Register map, names as in the netlist:
Bar = 20 microns. Other sequential cells in the stronger gray, the rest of the logic in the fainter gray.
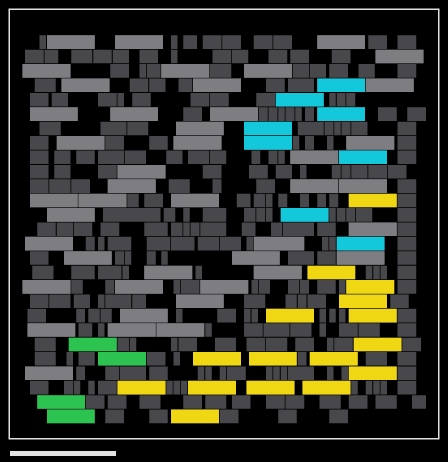
Clock routing:
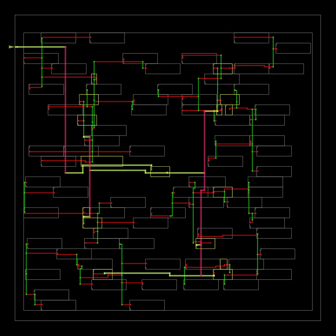
Selected gate families:
Bar = 20 microns.
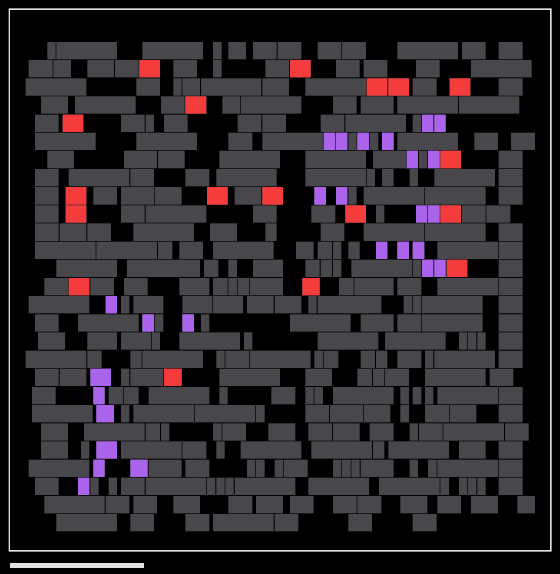
I/O pins on the die edge:
Pins as bars across the die edge, other pins in gray.
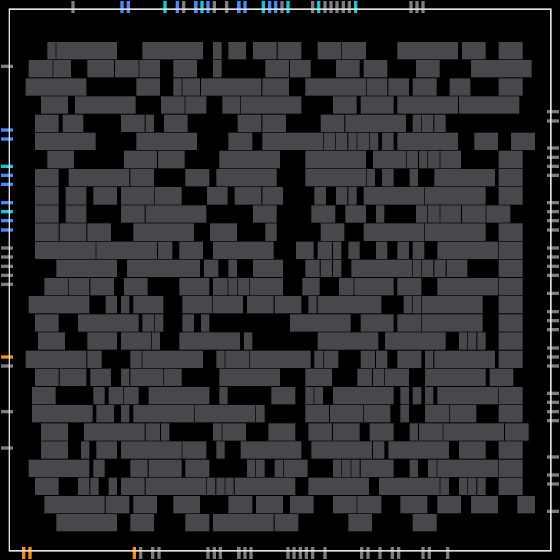
Metal layers overlaid:
Only two layers are drawn.
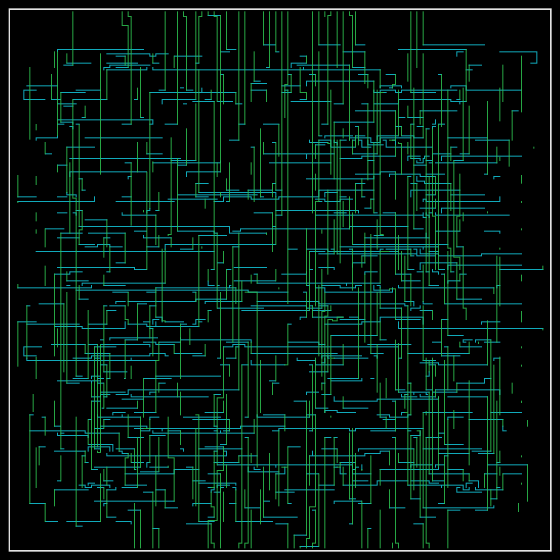
===== src/rtl/alu16_seq_pkg.sv =====
// Shared encodings for the 16-bit arithmetic sequencer and the 8-bit ALU it drives.
package alu16_seq_pkg;

  // Sequencer request op codes
  localparam logic [1:0] SEQ_ADD16 = 2'd0;
  localparam logic [1:0] SEQ_INC16 = 2'd1;
  localparam logic [1:0] SEQ_DEC16 = 2'd2;
  localparam logic [1:0] SEQ_ADDSP = 2'd3;

  // ALU opcodes used by the sequencer
  localparam logic [4:0] ALU_PASS0 = 5'd0;
  localparam logic [4:0] ALU_ADD   = 5'd1;
  localparam logic [4:0] ALU_ADC   = 5'd2;
  localparam logic [4:0] ALU_SUB   = 5'd3;
  localparam logic [4:0] ALU_SBC   = 5'd4;

  // ALU size selects
  localparam logic [1:0] ALU_SIZE_8    = 2'd0;
  localparam logic [1:0] ALU_SIZE_16   = 2'd1;
  localparam logic [1:0] ALU_SIZE_SPEC = 2'd2;

  // ZNHC flag bit positions
  localparam int unsigned FlagZ = 3;
  localparam int unsigned FlagN = 2;
  localparam int unsigned FlagH = 1;
  localparam int unsigned FlagC = 0;

  typedef struct packed {
    logic [4:0] op;
    logic [1:0] size;
  } alu_step_t;

  // ALU opcode and size for one byte step of a sequencer op
  function automatic alu_step_t step_cfg(logic [1:0] seq_op, logic high);
    alu_step_t cfg;
    logic      sub;
    sub      = (seq_op == SEQ_DEC16);
    cfg.op   = high ? (sub ? ALU_SBC : ALU_ADC) : (sub ? ALU_SUB : ALU_ADD);
    cfg.size = (seq_op == SEQ_ADDSP && !high) ? ALU_SIZE_SPEC : ALU_SIZE_16;
    return cfg;
  endfunction

  // Second-operand byte for one step; ADD SP,e sign-extends e into the high byte
  function automatic logic [7:0] b_byte(logic [1:0] seq_op, logic [15:0] b, logic high);
    logic [7:0] res;
    unique case (seq_op)
      SEQ_ADD16:            res = high ? b[15:8] : b[7:0];
      SEQ_INC16, SEQ_DEC16: res = high ? 8'h00 : 8'h01;
      default:              res = high ? {8{b[7]}} : b[7:0];
    endcase
    return res;
  endfunction

endpackage


===== src/rtl/alu16_seq.sv =====
// Sequences a 16-bit add/inc/dec/add-SP as two chained byte operations on the shared 8-bit ALU.
module alu16_seq
  import alu16_seq_pkg::*;
(
  input  logic        clock,
  input  logic        reset_n,
  input  logic        req_valid,
  output logic        req_ready,
  input  logic [1:0]  req_op,
  input  logic [15:0] req_a,
  input  logic [15:0] req_b,
  input  logic [3:0]  req_flags,
  output logic        resp_valid,
  input  logic        resp_ready,
  output logic [15:0] resp_data,
  output logic [3:0]  resp_flags,
  output logic [7:0]  alu_data0,
  output logic [7:0]  alu_data1,
  output logic [4:0]  alu_op,
  output logic [3:0]  alu_flags,
  output logic [1:0]  alu_size,
  input  logic [7:0]  alu_result,
  input  logic [3:0]  alu_flags_res
);

  typedef enum logic [1:0] {StIdle, StLow, StHigh, StDone} state_e;

  state_e      state_q, state_d;
  logic [1:0]  op_q, op_d;
  logic [7:0]  a_hi_q, a_hi_d;
  logic [7:0]  b_hi_q, b_hi_d;
  logic [3:0]  flags_q, flags_d;
  logic [1:0]  low_hc_q, low_hc_d;
  logic        req_ready_q, req_ready_d;
  logic        resp_valid_q, resp_valid_d;
  logic [15:0] resp_data_q, resp_data_d;
  logic [3:0]  resp_flags_q, resp_flags_d;
  logic [7:0]  alu_data0_q, alu_data0_d;
  logic [7:0]  alu_data1_q, alu_data1_d;
  logic [4:0]  alu_op_q, alu_op_d;
  logic [3:0]  alu_flags_q, alu_flags_d;
  logic [1:0]  alu_size_q, alu_size_d;
  alu_step_t   step;

  // Z and N out of the ALU never reach the result flags
  logic unused_alu_zn;
  assign unused_alu_zn = ^alu_flags_res[3:2];

  // Next state; ALU port values are computed one cycle ahead so the ports come straight from flops
  always_comb begin
    state_d      = state_q;
    op_d         = op_q;
    a_hi_d       = a_hi_q;
    b_hi_d       = b_hi_q;
    flags_d      = flags_q;
    low_hc_d     = low_hc_q;
    resp_valid_d = resp_valid_q;
    resp_data_d  = resp_data_q;
    resp_flags_d = resp_flags_q;
    alu_op_d     = ALU_PASS0;
    alu_size_d   = ALU_SIZE_8;
    alu_data0_d  = 8'h00;
    alu_data1_d  = 8'h00;
    alu_flags_d  = 4'h0;
    step         = '0;

    unique case (state_q)
      StIdle: begin
        if (req_valid && req_ready_q) begin
          state_d     = StLow;
          op_d        = req_op;
          a_hi_d      = req_a[15:8];
          b_hi_d      = b_byte(req_op, req_b, 1'b1);
          flags_d     = req_flags;
          step        = step_cfg(req_op, 1'b0);
          alu_op_d    = step.op;
          alu_size_d  = step.size;
          alu_data1_d = req_a[7:0];
          alu_data0_d = b_byte(req_op, req_b, 1'b0);
          alu_flags_d = {req_flags[FlagZ], 3'b000};
        end
      end
      StLow: begin
        state_d           = StHigh;
        resp_data_d[7:0]  = alu_result;
        low_hc_d          = alu_flags_res[1:0];
        step              = step_cfg(op_q, 1'b1);
        alu_op_d          = step.op;
        alu_size_d        = step.size;
        alu_data1_d       = a_hi_q;
        alu_data0_d       = b_hi_q;
        // Carry/borrow of the low byte chains into the high byte
        alu_flags_d       = {flags_q[FlagZ], 2'b00, alu_flags_res[FlagC]};
      end
      StHigh: begin
        state_d           = StDone;
        resp_valid_d      = 1'b1;
        resp_data_d[15:8] = alu_result;
        unique case (op_q)
          SEQ_ADD16:            resp_flags_d = {flags_q[FlagZ], 1'b0, alu_flags_res[1:0]};
          SEQ_INC16, SEQ_DEC16: resp_flags_d = flags_q;
          default:              resp_flags_d = {2'b00, low_hc_q};
        endcase
      end
      StDone: begin
        if (resp_ready) begin
          state_d      = StIdle;
          resp_valid_d = 1'b0;
        end
      end
      default: state_d = StIdle;
    endcase

    req_ready_d = (state_d == StIdle);
  end

  // State and registered outputs
  always_ff @(posedge clock or negedge reset_n) begin
    if (!reset_n) begin
      state_q      <= StIdle;
      op_q         <= SEQ_ADD16;
      a_hi_q       <= 8'h00;
      b_hi_q       <= 8'h00;
      flags_q      <= 4'h0;
      low_hc_q     <= 2'b00;
      req_ready_q  <= 1'b1;
      resp_valid_q <= 1'b0;
      resp_data_q  <= 16'h0000;
      resp_flags_q <= 4'h0;
      alu_op_q     <= ALU_PASS0;
      alu_size_q   <= ALU_SIZE_8;
      alu_data0_q  <= 8'h00;
      alu_data1_q  <= 8'h00;
      alu_flags_q  <= 4'h0;
    end else begin
      state_q      <= state_d;
      op_q         <= op_d;
      a_hi_q       <= a_hi_d;
      b_hi_q       <= b_hi_d;
      flags_q      <= flags_d;
      low_hc_q     <= low_hc_d;
      req_ready_q  <= req_ready_d;
      resp_valid_q <= resp_valid_d;
      resp_data_q  <= resp_data_d;
      resp_flags_q <= resp_flags_d;
      alu_op_q     <= alu_op_d;
      alu_size_q   <= alu_size_d;
      alu_data0_q  <= alu_data0_d;
      alu_data1_q  <= alu_data1_d;
      alu_flags_q  <= alu_flags_d;
    end
  end

  assign req_ready  = req_ready_q;
  assign resp_valid = resp_valid_q;
  assign resp_data  = resp_data_q;
  assign resp_flags = resp_flags_q;
  assign alu_op     = alu_op_q;
  assign alu_size   = alu_size_q;
  assign alu_data0  = alu_data0_q;
  assign alu_data1  = alu_data1_q;
  assign alu_flags  = alu_flags_q;

endmodule

===== config.mk =====
export PLATFORM = sky130hd
export DESIGN_NAME = alu16_seq
export DESIGN_NICKNAME = d
export VERILOG_FILES = /design/src/rtl/alu16_seq_pkg.sv /design/src/rtl/alu16_seq.sv
export SDC_FILE = /design/constraint.sdc
export NUM_CORES = 1
export LEC_CHECK = 0
export CORE_MARGIN = 2
export CORE_UTILIZATION = 48
export DETAILED_ROUTE_END_ITERATION = 6
export GPL_TIMING_DRIVEN = 0
export PLACE_DENSITY_LB_ADDON = 0.08
export SYNTH_ARGS = -nofsm -noshare
export SYNTH_HDL_FRONTEND = slang
export SYNTH_SLANG_ARGS = --single-unit

===== constraint.sdc =====
create_clock -name clock -period 2.6 [get_ports clock]
set_clock_uncertainty 0.1 [all_clocks]
set_input_delay 0.78 -clock clock [delete_from_list [all_inputs] [get_ports clock]]
set_output_delay 0.78 -clock clock [all_outputs]
set_load 0.005 [all_outputs]

==> Slide: Implementation Results <==
Physical Implementation Snapshot

Setup path
  – Count of cell instances traversed by the critical path: 1
  – Cells along the critical path: clkdlybuf4s50_1
  – Critical register-to-register path endpoint: flags_q[3]
  – R2r startpoint: state_q[1]
  – Reg2reg path depth: 3
  – Crit Path Max Fanout: 2
  – Critical path startpoint: req_ready
  – Data required time of the critical path: 1.72 ns
  – Setup crit end: req_ready

Power
  – Switching share of power: 28.91%
  – Sequential cell power: 0.00180 W
  – Clock power frac: 20.3%
  – Combinational cell power: 0.00155 W
  – Net switching power: 0.001217 W
  – Combinational share of power: 36.9%
  – Pleak: 1.882 nW
  – Power Internal: 0.002991 W
  – Peak ir drop on the vdd network: 0.5918 mV
  – P per Cell Area: 1030 mW/mm^2
  – Power Clock: 0.000853 W

Clock tree
  – Clock Path Buffers: 2
  – Clock transition at the registers of the reported paths: 0.07 ns
  – Resized cells post-CTS: 0
  – Root buffer selected by CTS: sky130_fd_sc_hd__clkbuf_8
  – Count of buffers added by post-CTS timing repair for setup: 0

Timing
  – Final period demand of the worst path: 2.266 ns
  – Post-layout period usage of the worst path: 87.16%
  – Slew at the pin closest to its max-slew limit: 0.8634 ns
  – Count of endpoints failing hold in the final timing report: 0
  – Maximum achievable frequency: 441.3 MHz
  – RSZ-0062 raised after global routing: no
  – Setup slack of the critical path after layout: 0.3339 ns

Synthesis
  – Logic family by area: AND-OR/OR-AND gates
  – Synthesis area per yosys: 0.002836 sq mm
  – EDFF count, synth: 0
  – Synth Area in Adders: 3.088%
  – Netlist area before placement: 0.002836 sq mm
  – Synthesis-stage register bit count: 71
  – Mean instance size in the synthesized netlist: 12.23 sq um
  – Number of cell instances after yosys synthesis: 232
  – Synthesized-area fraction occupied by ao, oa, aoi and oai cells: 10.67%
  – Most instantiated flip-flop cell in the synthesis netlist: sky130_fd_sc_hd__dfrtp_1
  – Sequential share of the synthesized area: 62.68%
  – Area fraction in and, or, nand and nor cells after synthesis: 10.19%
  – Fraction of registers with async set/reset: 100.0%

Final layout
  – Logic area: 930.9 sq um
  – Comb_multi_in: 142
  – Footprint of the flip-flops and latches: 0.001778 sq mm
  – Synthesis-to-layout area growth: 44.07%
  – Net total in the final layout: 403
  – Nonclk buf count: 114
  – Max FFs per register: 16
  – Leading cell types in the layout, fill and taps excluded: sky130_fd_sc_hd__clkdlybuf4s50_1 (95), sky130_fd_sc_hd__dfrtp_1 (70), sky130_fd_sc_hd__nand2_1 (42)
  – Non-clock inverter instance count of the final layout: 4
  – Cell class with the largest area share: flip-flops and latches
  – Layout fillers: 434

Drt
  – Residual DRC: 0
  – Number of search-and-repair iterations in the first detailed-routing pass: 4
  – Uppermost layer routed: met4
  – Via-per-instance ratio: 4.938
  – Violation tally from detailed-route iteration zero: 86
  – Wire length on met3: 445 microns

Job
  – Max-cap violations: 0
  – Count of tool warnings: 33

Die
  – Fraction of the core area occupied by cells at floorplan: 50.58%
  – Vertical die size: 80.87 microns
  – Number of cell rows: 27
  – Number of top-level pins: 103
  – Area of the placeable core: 0.005608 sq mm
  – Total number of tap cells: 72

Placement
  – Placed cell count: 403
  – Routability-driven placement congestion ratio: 0.7838
  – Placed wire-length estimate: 4368 microns
  – Count of buffers inserted at the top-level ports: 96
  – Worst Setup Slack post-DPL: 0.1889 ns

Min path
  – Class of the tightest hold or removal check: reg -> reg
  – Hold path startpoint: b_hi_q[0]
  – Worst hold path stage count: 2

Global routing
  – Largest net degree at the start of global routing: 72
  – Layer with the highest usage after global routing: met2
  – Number of global-route vias before repair: 2168

Status
  – Result of the run: finished clean
About 'register map, names as in the netlist':
| netlist name | color | placed flops |
|---|---|---|
| resp_flags | green | 4 |
| resp_data | yellow | 16 |
| b_hi_q | cyan | 8 |
not colored: 43

About 'clock routing':
layout clock buffer count: 12
clock sink total: 71
number of buffers created by CTS: 9
clk latency late pin: 0.34 ns

About 'selected gate families':
| family | color | cells |
|---|---|---|
| inverting AOI/OAI gates | purple | 27 |
| AND-OR and OR-AND gates | red | 18 |
Non-Filler Instances: 419
highest-count logic cell in the final layout: sky130_fd_sc_hd__clkdlybuf4s50_1
multi-input gate share of total cell area: 22.78%

About 'I/O pins on the die edge':
| port | color | pins | direction | edge |
|---|---|---|---|---|
| req_a | blue | 16 | input | 9 top, 7 left |
| alu_flags_res | orange | 4 | input | 3 bottom, 1 left |
| alu_data1 | cyan | 8 | output | 6 top, 2 left |
all pins by edge: 29 right, 29 top, 26 bottom, 19 left

About 'metal layers overlaid':
| layer | color | wire length |
|---|---|---|
| met2 | green | 3040 microns |
| met1 | cyan | 2530 microns |
GRT Total Usage: 20.73%
wire per inst: 14.71 microns

==> synth_stat cells (4+ instances only) <==
cell,count,area share [%]
sky130_fd_sc_hd__o21ai_0,7,1.2
sky130_fd_sc_hd__ha_1,7,3.1
sky130_fd_sc_hd__a21oi_1,16,2.8
sky130_fd_sc_hd__dfrtp_1,70,62
sky130_fd_sc_hd__nor2_1,9,1.2
sky130_fd_sc_hd__inv_1,4,0.53
sky130_fd_sc_hd__mux2_2,21,8.3
sky130_fd_sc_hd__buf_6,4,1.6
sky130_fd_sc_hd__buf_2,6,1.1
sky130_fd_sc_hd__a22o_1,16,4.9
sky130_fd_sc_hd__nand2_1,42,5.6
sky130_fd_sc_hd__nor2b_1,6,1.3
sky130_fd_sc_hd__buf_4,5,1.3
Power and IR drop assume default switching activity.
